**config.mk**
```make
export PLATFORM = sky130hd
export DESIGN_NAME = friscv_wb_arbiter
export DESIGN_NICKNAME = d
export VERILOG_FILES = /design/src/rtl/friscv_wb_arbiter.sv
export SDC_FILE = /design/constraint.sdc
export NUM_CORES = 1
export LEC_CHECK = 0
export CAP_MARGIN = 25
export CELL_PAD_IN_SITES_DETAIL_PLACEMENT = 0
export CELL_PAD_IN_SITES_GLOBAL_PLACEMENT = 1
export CORE_ASPECT_RATIO = 0.8
export CORE_MARGIN = 2
export CORE_UTILIZATION = 27
export DETAILED_ROUTE_END_ITERATION = 7
export GPL_TIMING_DRIVEN = 0
export PLACE_DENSITY = 0.94
export SYNTH_ARGS = -nofsm -noshare
export SYNTH_HDL_FRONTEND = slang
export SYNTH_SLANG_ARGS = --single-unit
export TNS_END_PERCENT = 100
```
**constraint.sdc**
```tcl
create_clock -name aclk -period 4.7 [get_ports aclk]
set_input_delay 0.94 -clock aclk [delete_from_list [all_inputs] [get_ports aclk]]
set_output_delay 0.94 -clock aclk [all_outputs]
set_load 0.03 [all_outputs]
```
**src/rtl/friscv_wb_arbiter.sv**
```systemverilog
// friscv_wb_arbiter
// Shares the single integer register-file write port between NB_UNIT
// processing units. One request is granted per cycle and the grant drives a
// registered write port. A pending-rd bitmask is also exported so the control
// unit can track register hazards.
//
// Build option: define FRISCV_WB_FIXED_PRIO_EN to replace round-robin
// arbitration with fixed priority, where the lowest valid index always wins
// and no pointer state is kept.
//
// Handshake: a unit raises wb_valid[i] and holds it, together with its
// rd_addr/rd_val/rd_strb payload, until it samples wb_ready[i]=1 on a rising
// edge of aclk. The transfer happens on that edge. wb_ready may depend
// combinationally on wb_valid, but a unit must never make wb_valid depend on
// wb_ready. The register file always accepts, so the output never stalls.

module friscv_wb_arbiter #(
   parameter int XLEN    = 32,
   parameter int NB_UNIT = 3
) (
   input  logic                      aclk,
   input  logic                      srst,
   input  logic [NB_UNIT-1:0]        wb_valid,
   output logic [NB_UNIT-1:0]        wb_ready,
   input  logic [NB_UNIT*5-1:0]      wb_rd_addr,
   input  logic [NB_UNIT*XLEN-1:0]   wb_rd_val,
   input  logic [NB_UNIT*XLEN/8-1:0] wb_rd_strb,
   output logic                      rd_wr,
   output logic [4:0]                rd_addr,
   output logic [XLEN-1:0]           rd_val,
   output logic [XLEN/8-1:0]         rd_strb,
   output logic [31:0]               wb_pending,
   output logic                      wb_busy
);

   localparam int PTR_W  = (NB_UNIT > 2) ? $clog2(NB_UNIT) : 1;
   localparam int STRB_W = XLEN / 8;

   logic                grant_vld;
   logic [PTR_W-1:0]    grant_idx;
   logic [4:0]          grant_addr;
   logic [XLEN-1:0]     grant_val;
   logic [STRB_W-1:0]   grant_strb;

`ifndef FRISCV_WB_FIXED_PRIO_EN
   // Unit that has the highest priority in the current cycle.
   logic [PTR_W-1:0]    rr_ptr;
`endif

   // Pick the first valid unit, starting the search from the priority
   // pointer and wrapping explicitly at NB_UNIT-1 (NB_UNIT need not be 2^n).
   always_comb begin : arbitrate
      logic [PTR_W-1:0] idx;
      grant_vld = 1'b0;
      grant_idx = '0;
`ifdef FRISCV_WB_FIXED_PRIO_EN
      idx = '0;
`else
      idx = rr_ptr;
`endif
      if (!srst) begin
         for (int k = 0; k < NB_UNIT; k++) begin
            if (!grant_vld && wb_valid[idx]) begin
               grant_vld = 1'b1;
               grant_idx = idx;
            end
            idx = (idx == PTR_W'(NB_UNIT - 1)) ? '0 : idx + PTR_W'(1);
         end
      end
   end

   // One-hot ready towards the granted unit and its payload selection.
   always_comb begin : select_payload
      wb_ready   = '0;
      grant_addr = '0;
      grant_val  = '0;
      grant_strb = '0;
      for (int i = 0; i < NB_UNIT; i++) begin
         if (grant_idx == PTR_W'(i)) begin
            wb_ready[i] = grant_vld;
            grant_addr  = wb_rd_addr[5*i +: 5];
            grant_val   = wb_rd_val[XLEN*i +: XLEN];
            grant_strb  = wb_rd_strb[STRB_W*i +: STRB_W];
         end
      end
   end

   // Registered write port. Writes to x0 are accepted but never issued, and
   // the payload registers keep their last value when nothing is granted.
   always_ff @(posedge aclk) begin
      if (srst) begin
         rd_wr   <= 1'b0;
         rd_addr <= '0;
         rd_val  <= '0;
         rd_strb <= '0;
`ifndef FRISCV_WB_FIXED_PRIO_EN
         rr_ptr  <= '0;
`endif
      end else if (grant_vld) begin
         rd_wr   <= (grant_addr != 5'd0);
         rd_addr <= grant_addr;
         rd_val  <= grant_val;
         rd_strb <= grant_strb;
`ifndef FRISCV_WB_FIXED_PRIO_EN
         rr_ptr  <= (grant_idx == PTR_W'(NB_UNIT - 1)) ? '0 : grant_idx + PTR_W'(1);
`endif
      end else begin
         rd_wr   <= 1'b0;
      end
   end

   // Hazard mask: every register targeted by a waiting request or by the
   // write currently on the port. x0 is never reported.
   always_comb begin : pending_mask
      wb_pending = '0;
      for (int i = 0; i < NB_UNIT; i++) begin
         if (wb_valid[i]) begin
            wb_pending[wb_rd_addr[5*i +: 5]] = 1'b1;
         end
      end
      if (rd_wr) begin
         wb_pending[rd_addr] = 1'b1;
      end
      wb_pending[0] = 1'b0;
   end

   assign wb_busy = (|wb_valid) | rd_wr;

endmodule

```
Figure 1. Placement view.
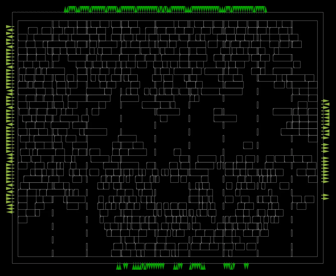
Util after Layout: 47.55%
number of fill cells: 1131
Seq area share: 16.08%
count of non-filler cells in the finished layout: 726

Figure 2. Signal wires on met2.
The bar under the picture is 50 microns long.
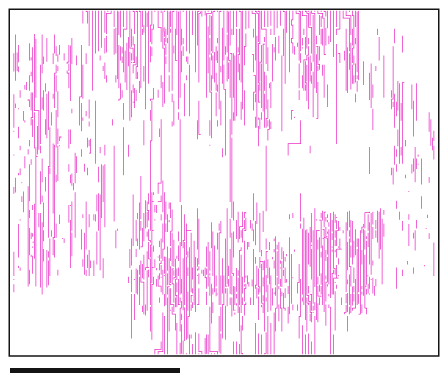
wire length on this layer = 6770 microns
main direction = vertical
longest straight run = 40.8 microns
nets with wire on the layer = 620
total via count after detailed routing: 4067
Post-Route WL: 14.20 mm
grt met2 use: 34.10%

==> run summary <==
Purpose: to document the outcome of synthesis and place and route.

Status
The flow ran to the end, and the final reports show no timing, DRC or antenna violations.

Logic synthesis
For reference, the top cells by area after synthesis are sky130_fd_sc_hd__dfxtp_1, sky130_fd_sc_hd__mux2i_1, sky130_fd_sc_hd__a22oi_1. The part of the Yosys area used for sequential elements is 27.56%. For reference, compound AND-OR and OR-AND cells occupy 34.85% of the area reported after synthesis. The number of flops mapped to enable cells by yosys is 0. The yosys-reported design area after synthesis is 3196 sq um.

Job
The tool flagged a number of max-cap violations equal to 0.

Critical path
The worst-case reg-to-reg setup slack stands at 3.05 ns. The worst setup path is launched from an input port. The buffer-and-inverter tally for the worst setup path is 2. The critical path start-end classification is in -> out. The report lists the cells along the critical path as clkdlybuf4s50_1 > nor3b_1 > a22oi_1 > o221ai_1 > clkdlybuf4s50_1.

Per STA, the library cell used most along the worst path is sky130_fd_sc_hd__clkdlybuf4s50_1. The arrival time of the worst setup path is 3.53 ns. The cell type group with the largest total delay on the critical path is buffers and inverters.

CTS
The TritonCTS clock tree is built. Per the CTS log, the root buffer master is sky130_fd_sc_hd__clkbuf_16. The number of gates resized after CTS is 0. For the worst-skew pair, the clock arrives at the later sink with an insertion delay of 0.28 ns. The number of clock sinks seen by CTS is 44.

The H-tree was split into 2 levels.

Timing
OpenROAD reports that the post-layout worst path occupies 95.01% of the period. The minimum clock period after layout is 4.465 ns. Counting pins that exceed their max-slew limit in the final report gives 0.

Setup repair after global routing left no endpoint under its margin. The last timing report of the flow puts the setup violation total at 0. The final tally of hold violations is 0.

Pwr
Across the VDD grid, the largest voltage drop is 0.0001367 V. The combinational logic power is 0.545 mW.

Global route
The via count of the first global-routing pass is 4009.

Place
The placement report lists the number of port buffers as 195. The placed instances occupy a cell area of 5333 sq um.

Routing
The first-pass detailed-route iteration total is 5. The routed design shows a via density per instance of 5.602.

Cells and area
Leaving out fill and tap cells, the most frequent cells in the layout are sky130_fd_sc_hd__clkdlybuf4s50_1, sky130_fd_sc_hd__dfxtp_1, sky130_fd_sc_hd__a22oi_1.

Die
The initialized floorplan defines 35 standard-cell rows. Before placement the cells fill 27.75% of the core.
Figure 3. Routed metal, one color a layer.
Only two layers are drawn.
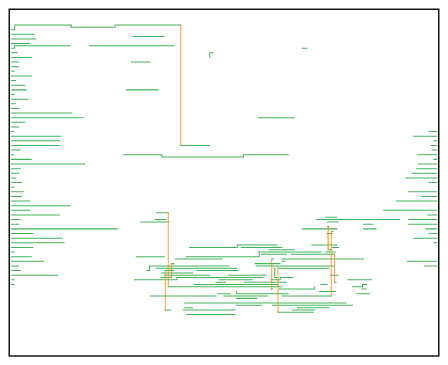
green -> M3  # wire length 1420 microns
orange -> M4  # wire length 129 microns
total global routing track utilization: 20.86%
Wirelength per Cell: 19.56 microns

Figure 4. Register map, names as in the netlist.
Other sequential cells in the stronger gray, the rest of the logic in the fainter gray.
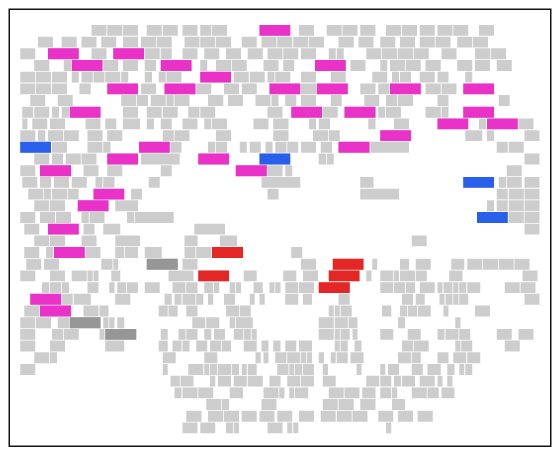
blue -> rd_strb  # sequential cells 4
red -> rd_addr  # sequential cells 5, where center
magenta -> rd_val  # sequential cells 32
not colored = 3
register area: 880.8 sq um
power attributed to sequential cells: 0.445 mW

layer usage:
layer	track usage, %	up-vias	routed length (microns)
li1	-	1862	-
met1	27.50	1939	5879
met2	34.10	247	6766
met3	5.969	19	1424
met4	4.786	0	128
met5	0	-	0
cell type report:
type                            count  area [sq um]
Timing Repair Buffer              195          1952
Buffer                             34         217.7
Multi-Input combinational cell    289          2064
Clock inverter                      3         18.77
Fill cell                        1131          6041
Sequential cell                    44         880.8
Tap cell                          148         185.2
Clock buffer                        5         125.1
Inverter                            8         32.53
through the flow:
stage / total power [mW] / instances / worst slack (ns) / hold slack, ns / utilization, %
floorplan: 0.7226 / 375 / 1.533 / 0.4706 / -
global placement: 0.9867 / 718 / 0.3270 / 0.4685 / 46.30
detailed placement: 0.9941 / 718 / 0.3788 / 0.4716 / 46.30
CTS: 1.349 / 726 / 0.3785 / 0.4910 / 47.55
global route: 1.400 / 726 / 0.1770 / 0.5170 / 47.55
finish: 1.336 / 726 / 0.2346 / 0.4844 / 47.55
sequential cells by signal, summed over array words and instances (netlist names):
signal   count
rd_addr      5
rd_strb      4
rd_val      32
rd_wr        1
rr_ptr       2
logic make-up after synthesis:
| group | count (synthesis) |
|---|---|
| flip-flops | 44 |
| multiplexers | 36 |
| AND-OR/OR-AND | 154 |
| buffers and inverters | 42 |
| other | 1 |
| AND/OR/NAND/NOR | 98 |
worst register-to-register path: stages (launching register included):
cell,delay [ns]
sky130_fd_sc_hd__dfxtp_1,0.42
sky130_fd_sc_hd__a21bo_4,0.17
sky130_fd_sc_hd__nand2_1,0.06
sky130_fd_sc_hd__nor2_2,0.30
sky130_fd_sc_hd__buf_4,0.26
sky130_fd_sc_hd__buf_4,0.20
sky130_fd_sc_hd__a22oi_1,0.09
sky130_fd_sc_hd__o21ai_1,0.09
Power and IR drop assume default switching activity.
